[src/rtl/alt_vipitc130_timing_pkg.sv]
// Shared types for the mode timing controller.
//   state_t  : raster sequencer states (idle, one-cycle start, running)
//   region_t : where a count sits within a line/column (active, porches, sync)
//   SUM_EXTRA_BITS : headroom added to a field width when four fields are summed
package alt_vipitc130_timing_pkg;

    typedef enum logic [1:0] {
        IDLE,
        START,
        RUN
    } state_t;

    typedef enum logic [1:0] {
        ACTIVE,
        FP,
        SYNC,
        BP
    } region_t;

    // Four fields of width W sum into at most W+2 bits.
    localparam int SUM_EXTRA_BITS = 2;

endpackage

[src/rtl/alt_vipitc130_axis_counter.sv]
// One raster axis (horizontal pixels or vertical lines).
// Wrapping counter with restart and advance, plus region decode.
//   clk, rst        : pixel clock, asynchronous active-high reset
//   advance         : step the count this cycle (wraps to 0 after total-1)
//   restart         : force the count to 0 (overrides advance)
//   *_len           : mode fields that will be in force next cycle
//   count           : current position (registered)
//   last            : current position is total-1 (registered)
//   in_active       : next position is in the active region
//   in_sync         : next position is in the sync region
//   last_next       : next position is total-1
//   zero_next       : next position is 0
//
// The *_next / in_* outputs describe the position being loaded at the
// coming edge. This lets the top register its outputs so they line up
// with count.
module alt_vipitc130_axis_counter
    import alt_vipitc130_timing_pkg::*;
#(
    parameter int WIDTH = 12
) (
    input  logic             clk,
    input  logic             rst,
    input  logic             advance,
    input  logic             restart,
    input  logic [WIDTH-1:0] active_len,
    input  logic [WIDTH-1:0] fp_len,
    input  logic [WIDTH-1:0] sync_len,
    input  logic [WIDTH-1:0] bp_len,
    output logic [WIDTH-1:0] count,
    output logic             last,
    output logic             in_active,
    output logic             in_sync,
    output logic             last_next,
    output logic             zero_next
);

    localparam int SW = WIDTH + SUM_EXTRA_BITS;

    logic [WIDTH-1:0] count_next;
    logic [SW-1:0]    sync_start;
    logic [SW-1:0]    sync_end;
    logic [SW-1:0]    total;
    logic [SW-1:0]    count_ext;
    region_t          region;

    assign sync_start = SW'(active_len) + SW'(fp_len);
    assign sync_end   = sync_start + SW'(sync_len);
    assign total      = sync_end + SW'(bp_len);

    // The wrap uses the registered "last" flag, so the count wraps against
    // the total that was in force when the current position was loaded.
    always_comb begin
        count_next = count;
        if (restart) begin
            count_next = '0;
        end else if (advance) begin
            count_next = last ? '0 : count + WIDTH'(1);
        end
    end

    // Region decode of the upcoming position against the upcoming mode.
    always_comb begin
        count_ext = SW'(count_next);
        region    = BP;
        if (count_ext < SW'(active_len)) begin
            region = ACTIVE;
        end else if (count_ext < sync_start) begin
            region = FP;
        end else if (count_ext < sync_end) begin
            region = SYNC;
        end
        in_active = (region == ACTIVE);
        in_sync   = (region == SYNC);
        last_next = (count_ext == total - SW'(1));
        zero_next = (count_next == '0);
    end

    always_ff @(posedge clk or posedge rst) begin
        if (rst) begin
            count <= '0;
            last  <= 1'b0;
        end else begin
            count <= count_next;
            last  <= last_next;
        end
    end

endmodule

[src/rtl/alt_vipitc130_mode_timing_ctrl.sv]
// Video mode timing controller.
// A double-buffered mode register drives two raster counters that produce
// sync, blank and data-enable signals plus frame markers.
//   clk, rst            : pixel clock, asynchronous active-high reset
//   enable              : run the raster (low = idle)
//   cfg_*               : requested mode fields and sync polarities
//   cfg_valid/cfg_ready : mode load handshake (ready while nothing pending)
//   cfg_error           : one-cycle pulse when a request is rejected
//   mode_pending        : accepted mode waiting for a frame boundary
//   h_count, v_count    : current pixel and line
//   hsync, vsync, de    : timing outputs (registered, aligned with counts)
//   sof, eof            : first and last pixel of a frame
module alt_vipitc130_mode_timing_ctrl
    import alt_vipitc130_timing_pkg::*;
#(
    parameter int H_WIDTH        = 12,
    parameter int V_WIDTH        = 12,
    parameter int RESET_H_ACTIVE = 1280,
    parameter int RESET_H_FP     = 110,
    parameter int RESET_H_SYNC   = 40,
    parameter int RESET_H_BP     = 220,
    parameter int RESET_V_ACTIVE = 720,
    parameter int RESET_V_FP     = 5,
    parameter int RESET_V_SYNC   = 5,
    parameter int RESET_V_BP     = 20
) (
    input  logic               clk,
    input  logic               rst,
    input  logic               enable,
    input  logic [H_WIDTH-1:0] cfg_h_active,
    input  logic [H_WIDTH-1:0] cfg_h_fp,
    input  logic [H_WIDTH-1:0] cfg_h_sync,
    input  logic [H_WIDTH-1:0] cfg_h_bp,
    input  logic [V_WIDTH-1:0] cfg_v_active,
    input  logic [V_WIDTH-1:0] cfg_v_fp,
    input  logic [V_WIDTH-1:0] cfg_v_sync,
    input  logic [V_WIDTH-1:0] cfg_v_bp,
    input  logic               cfg_hsync_pol,
    input  logic               cfg_vsync_pol,
    input  logic               cfg_valid,
    output logic               cfg_ready,
    output logic               cfg_error,
    output logic               mode_pending,
    output logic [H_WIDTH-1:0] h_count,
    output logic [V_WIDTH-1:0] v_count,
    output logic               hsync,
    output logic               vsync,
    output logic               de,
    output logic               sof,
    output logic               eof
);

    localparam int HSW = H_WIDTH + SUM_EXTRA_BITS;
    localparam int VSW = V_WIDTH + SUM_EXTRA_BITS;

    state_t state, state_next;

    // Active (in-use) and shadow (pending) mode registers.
    logic [H_WIDTH-1:0] act_h_active, act_h_fp, act_h_sync, act_h_bp;
    logic [V_WIDTH-1:0] act_v_active, act_v_fp, act_v_sync, act_v_bp;
    logic               act_hsync_pol, act_vsync_pol;
    logic [H_WIDTH-1:0] shd_h_active, shd_h_fp, shd_h_sync, shd_h_bp;
    logic [V_WIDTH-1:0] shd_v_active, shd_v_fp, shd_v_sync, shd_v_bp;
    logic               shd_hsync_pol, shd_vsync_pol;

    // Mode that will be in force in the next cycle (shadow when committing).
    logic [H_WIDTH-1:0] nx_h_active, nx_h_fp, nx_h_sync, nx_h_bp;
    logic [V_WIDTH-1:0] nx_v_active, nx_v_fp, nx_v_sync, nx_v_bp;
    logic               nx_hsync_pol, nx_vsync_pol;

    logic [HSW-1:0] req_h_total;
    logic [VSW-1:0] req_v_total;
    logic handshake, req_bad, commit, eof_now, restart, run_next;
    logic h_last, h_in_active, h_in_sync, h_last_next, h_zero_next;
    logic v_last, v_in_active, v_in_sync, v_last_next, v_zero_next;

    assign cfg_ready   = !mode_pending;
    assign handshake   = cfg_valid && cfg_ready;
    assign req_h_total = HSW'(cfg_h_active) + HSW'(cfg_h_fp) + HSW'(cfg_h_sync) + HSW'(cfg_h_bp);
    assign req_v_total = VSW'(cfg_v_active) + VSW'(cfg_v_fp) + VSW'(cfg_v_sync) + VSW'(cfg_v_bp);
    assign req_bad     = (cfg_h_active == '0) || (cfg_v_active == '0) ||
                         (cfg_h_sync == '0)   || (cfg_v_sync == '0)   ||
                         (req_h_total > HSW'({H_WIDTH{1'b1}})) ||
                         (req_v_total > VSW'({V_WIDTH{1'b1}}));

    // A pending mode commits straight away when idle, otherwise only on the
    // last pixel of a frame so the raster never tears.
    assign eof_now = (state != IDLE) && h_last && v_last;
    assign commit  = mode_pending && ((state == IDLE) || eof_now);

    assign nx_h_active  = commit ? shd_h_active  : act_h_active;
    assign nx_h_fp      = commit ? shd_h_fp      : act_h_fp;
    assign nx_h_sync    = commit ? shd_h_sync    : act_h_sync;
    assign nx_h_bp      = commit ? shd_h_bp      : act_h_bp;
    assign nx_v_active  = commit ? shd_v_active  : act_v_active;
    assign nx_v_fp      = commit ? shd_v_fp      : act_v_fp;
    assign nx_v_sync    = commit ? shd_v_sync    : act_v_sync;
    assign nx_v_bp      = commit ? shd_v_bp      : act_v_bp;
    assign nx_hsync_pol = commit ? shd_hsync_pol : act_hsync_pol;
    assign nx_vsync_pol = commit ? shd_vsync_pol : act_vsync_pol;

    always_comb begin
        state_next = state;
        case (state)
            IDLE:    if (enable) state_next = START;
            START:   state_next = RUN;
            RUN:     if (!enable) state_next = IDLE;
            default: state_next = IDLE;
        endcase
    end

    // Counters sit at 0 in IDLE and START; START itself is pixel (0,0).
    assign restart  = (state_next == IDLE) || (state_next == START);
    assign run_next = (state_next != IDLE);

    alt_vipitc130_axis_counter #(.WIDTH(H_WIDTH)) u_h_counter (
        .clk        (clk),
        .rst        (rst),
        .advance    (1'b1),
        .restart    (restart),
        .active_len (nx_h_active),
        .fp_len     (nx_h_fp),
        .sync_len   (nx_h_sync),
        .bp_len     (nx_h_bp),
        .count      (h_count),
        .last       (h_last),
        .in_active  (h_in_active),
        .in_sync    (h_in_sync),
        .last_next  (h_last_next),
        .zero_next  (h_zero_next)
    );

    alt_vipitc130_axis_counter #(.WIDTH(V_WIDTH)) u_v_counter (
        .clk        (clk),
        .rst        (rst),
        .advance    (h_last),
        .restart    (restart),
        .active_len (nx_v_active),
        .fp_len     (nx_v_fp),
        .sync_len   (nx_v_sync),
        .bp_len     (nx_v_bp),
        .count      (v_count),
        .last       (v_last),
        .in_active  (v_in_active),
        .in_sync    (v_in_sync),
        .last_next  (v_last_next),
        .zero_next  (v_zero_next)
    );

    always_ff @(posedge clk or posedge rst) begin
        if (rst) begin
            state <= IDLE;
        end else begin
            state <= state_next;
        end
    end

    // Mode register bank: commit and accept never coincide because accept
    // needs mode_pending low and commit needs it high.
    always_ff @(posedge clk or posedge rst) begin
        if (rst) begin
            act_h_active  <= H_WIDTH'(RESET_H_ACTIVE);
            act_h_fp      <= H_WIDTH'(RESET_H_FP);
            act_h_sync    <= H_WIDTH'(RESET_H_SYNC);
            act_h_bp      <= H_WIDTH'(RESET_H_BP);
            act_v_active  <= V_WIDTH'(RESET_V_ACTIVE);
            act_v_fp      <= V_WIDTH'(RESET_V_FP);
            act_v_sync    <= V_WIDTH'(RESET_V_SYNC);
            act_v_bp      <= V_WIDTH'(RESET_V_BP);
            act_hsync_pol <= 1'b1;
            act_vsync_pol <= 1'b1;
            shd_h_active  <= '0;
            shd_h_fp      <= '0;
            shd_h_sync    <= '0;
            shd_h_bp      <= '0;
            shd_v_active  <= '0;
            shd_v_fp      <= '0;
            shd_v_sync    <= '0;
            shd_v_bp      <= '0;
            shd_hsync_pol <= 1'b0;
            shd_vsync_pol <= 1'b0;
            mode_pending  <= 1'b0;
            cfg_error     <= 1'b0;
        end else begin
            cfg_error <= handshake && req_bad;
            if (commit) begin
                act_h_active  <= shd_h_active;
                act_h_fp      <= shd_h_fp;
                act_h_sync    <= shd_h_sync;
                act_h_bp      <= shd_h_bp;
                act_v_active  <= shd_v_active;
                act_v_fp      <= shd_v_fp;
                act_v_sync    <= shd_v_sync;
                act_v_bp      <= shd_v_bp;
                act_hsync_pol <= shd_hsync_pol;
                act_vsync_pol <= shd_vsync_pol;
                mode_pending  <= 1'b0;
            end else if (handshake && !req_bad) begin
                shd_h_active  <= cfg_h_active;
                shd_h_fp      <= cfg_h_fp;
                shd_h_sync    <= cfg_h_sync;
                shd_h_bp      <= cfg_h_bp;
                shd_v_active  <= cfg_v_active;
                shd_v_fp      <= cfg_v_fp;
                shd_v_sync    <= cfg_v_sync;
                shd_v_bp      <= cfg_v_bp;
                shd_hsync_pol <= cfg_hsync_pol;
                shd_vsync_pol <= cfg_vsync_pol;
                mode_pending  <= 1'b1;
            end
        end
    end

    // Timing outputs are decoded from the upcoming counts and mode so that,
    // once registered, they line up with h_count/v_count.
    always_ff @(posedge clk or posedge rst) begin
        if (rst) begin
            de    <= 1'b0;
            hsync <= 1'b0;
            vsync <= 1'b0;
            sof   <= 1'b0;
            eof   <= 1'b0;
        end else begin
            de    <= run_next && h_in_active && v_in_active;
            hsync <= (run_next && h_in_sync) ? nx_hsync_pol : !nx_hsync_pol;
            vsync <= (run_next && v_in_sync) ? nx_vsync_pol : !nx_vsync_pol;
            sof   <= (state_next == START) ||
                     ((state_next == RUN) && h_zero_next && v_zero_next);
            eof   <= run_next && h_last_next && v_last_next;
        end
    end

endmodule

[config.mk]
export PLATFORM = sky130hd
export DESIGN_NAME = alt_vipitc130_mode_timing_ctrl
export DESIGN_NICKNAME = d
export VERILOG_FILES = /design/src/rtl/alt_vipitc130_timing_pkg.sv /design/src/rtl/alt_vipitc130_axis_counter.sv /design/src/rtl/alt_vipitc130_mode_timing_ctrl.sv
export SDC_FILE = /design/constraint.sdc
export NUM_CORES = 1
export LEC_CHECK = 0
export ABC_CLOCK_PERIOD_IN_PS = 7200
export CORE_ASPECT_RATIO = 1.2
export CORE_MARGIN = 2
export CORE_UTILIZATION = 40
export DETAILED_ROUTE_END_ITERATION = 8
export PLACE_DENSITY = 0.73
export RECOVER_POWER = 25
export SLEW_MARGIN = 25
export SYNTH_ARGS = -nofsm -noshare
export SYNTH_HDL_FRONTEND = slang
export SYNTH_SLANG_ARGS = --single-unit
[constraint.sdc]
create_clock -name clk -period 7.2 [get_ports clk]
set_clock_uncertainty 0.1 [all_clocks]
set_input_delay 1.44 -clock clk [delete_from_list [all_inputs] [get_ports clk]]
set_output_delay 1.44 -clock clk [all_outputs]
set_load 0.05 [all_outputs]
==> impl_results.rst <==
Metrics
=======

.. list-table::
   :header-rows: 1

   * - Metric
     - Value
   * - Result of the run
     - complete, but fails checks
   * - Failing checks
     - capacitance limit, slew limit
   * - Top cells by count
     - 205 x sky130_fd_sc_hd__dfrtp_1, 204 x sky130_fd_sc_hd__nand2_1, 192 x sky130_fd_sc_hd__ha_1
   * - Portion of the layout cell area used by clock cells
     - 4.55%
   * - Cell type of the slowest stage on the worst timing path
     - sky130_fd_sc_hd__dfrtp_1
   * - Vias
     - 12600
   * - Via density per instance
     - 5.44
   * - DRC violation count after routing
     - 0
   * - Root buffer cell
     - sky130_fd_sc_hd__clkbuf_16
   * - Area grow syn2layout
     - 18.7%
   * - Port bufs
     - 133
   * - Number of clock-tree buffers in the layout
     - 33
   * - Most common cell in the synthesized netlist
     - sky130_fd_sc_hd__dfrtp_1
   * - Proportion of final cell area spent on non-clock buffers
     - 7.88%
   * - CP max stage delay
     - 480 ps
   * - Tightest Pin Transition
     - 3800 ps
   * - Core utilization before placement
     - 40.7%
   * - Flop and latch count out of synthesis
     - 231
   * - DR WL met2
     - 23.9 mm
   * - Antenna Cells
     - 1
   * - Final Max-Slew Violation Tally
     - 69
   * - GR met2 Demand/Resource
     - 39.7%
   * - Hold violation count in the final report
     - 0
   * - Crit path setup slack, layout
     - 454 ps
   * - Layout Cell Area excl Fill
     - 19300 um2
   * - Family of cells with the greatest summed delay on the critical path
     - AND-OR/OR-AND gates
   * - PostCTS Resize Cnt
     - 0
   * - Number of I/O pins
     - 134
   * - Max H-tree Level
     - 1
   * - Combinational fraction of the cell area
     - 51.1%
   * - Multi-input gate count
     - 1195
   * - Number of enable-type register cells in the synthesized netlist
     - 0
   * - Weighted congestion at the end of routability-driven global placement
     - 0.911
   * - Die span in y
     - 225 um
   * - Peak fanout along the critical path
     - 15
   * - Dpl cell area
     - 18300 um2
   * - Fill cells
     - 3583
   * - Max cap viols
     - 1
   * - Flip-flop and latch share of the layout cell area
     - 30.1%
   * - Layout cells sized above 1
     - 6.81%
   * - Most frequent logic cells in the routed design
     - 204 x sky130_fd_sc_hd__dfrtp_1, 203 x sky130_fd_sc_hd__nand2_1, 192 x sky130_fd_sc_hd__ha_1, 142 x sky130_fd_sc_hd__inv_1, 131 x sky130_fd_sc_hd__clkdlybuf4s50_1
   * - Via count of the first global-routing pass
     - 12900
   * - Hold path depth
     - 2
   * - Synthesized instance count
     - 1607
   * - Buffers plus inverters on the worst setup path
     - 3
   * - Synthesized area per cell
     - 10.1 um2
   * - Total detailed-routing wirelength
     - 45.7 mm
   * - Count of instantiated cells in the yosys netlist
     - 1607
   * - Asr flop ratio synth
     - 100%
   * - Simple-gate share of the synthesized area
     - 12.7%
   * - Adder and majority gate portion of the synthesized area
     - 21.4%
   * - Antenna violations before repair
     - 1
   * - Total of warnings raised by yosys
     - 0
   * - Dominant cell type by count on the critical path
     - sky130_fd_sc_hd__ha_1
   * - TritonCTS clock tree
     - yes
-- worst max path at each step --
| stage | startpoint | endpoint | slack [ps] | cells past startpoint |
|---|---|---|---|---|
| 2_1_floorplan | mode_pending$_DFFE_PP0P_ | eof$_DFF_PP0_ | 140 | 32 |
| 3_3_place_gp | state[1]$_DFF_PP0_ | eof$_DFF_PP0_ | 380 | 28 |
| 3_5_place_dp | state[1]$_DFF_PP0_ | eof$_DFF_PP0_ | 270 | 28 |
| 4_1_cts | state[1]$_DFF_PP0_ | eof$_DFF_PP0_ | 200 | 28 |
| 5_1_grt | state[1]$_DFF_PP0_ | eof$_DFF_PP0_ | 2 | 28 |
| 6_report | state[1]$_DFF_PP0_ | eof$_DFF_PP0_ | 450 | 28 |
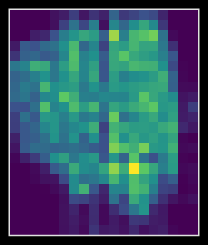
*Wiring heat map*
Drawn at 1 px/um. The die is cut into 19 by 22 equal tiles; dark purple is low, yellow is high, scaled to the fullest tile. Values are wire area over tile area, all layers added.
- fullest tile: 0.55
- mean over tiles: 0.17
- emptiest ninth of the die: south-west
- tiles over half the peak: 28%
- nearly empty tiles: 17%
- densest ninth of the die: centre

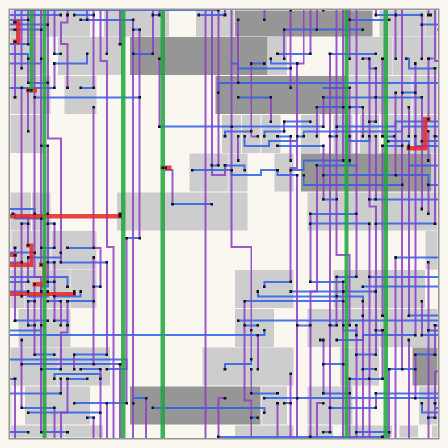
*A small window of the routed layout*
Region (79, 97) to (109, 127) um. Cells in grey, sequential cells in the stronger grey; small squares are vias.
- M3: red
- M4: green
- M1: blue
- M2: purple
- cells with their middle in the window: 57
- most frequent: nand2_1 (10), ha_1 (10)
- sequential cells in the window: 5
- netlist names of flops here include: `act_h_fp` (3)

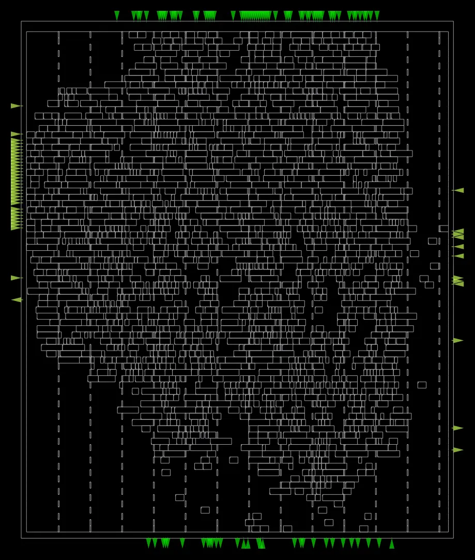
*Cell placement*
number of well taps: 533
area of the core: 39900 um2
standard-cell rows: 80
flip-flops: 231

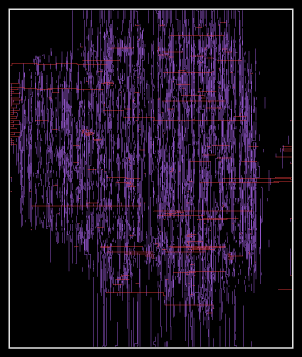
*Metal layers overlaid*
Drawn at 1.5 px/um. Only two layers are drawn.
- M3: red (wire length 1700 um)
- M2: purple (wire length 23.9 mm)

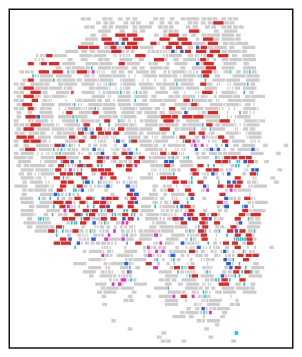
*Selected gate families*
Drawn at 1.5 px/um.
- inv cells: cyan (cells 149)
- non-inverting ao/oa cells: blue (cells 67)
- fa/ha/maj cells: red (cells 246)
- and/or cells: magenta (cells 36)

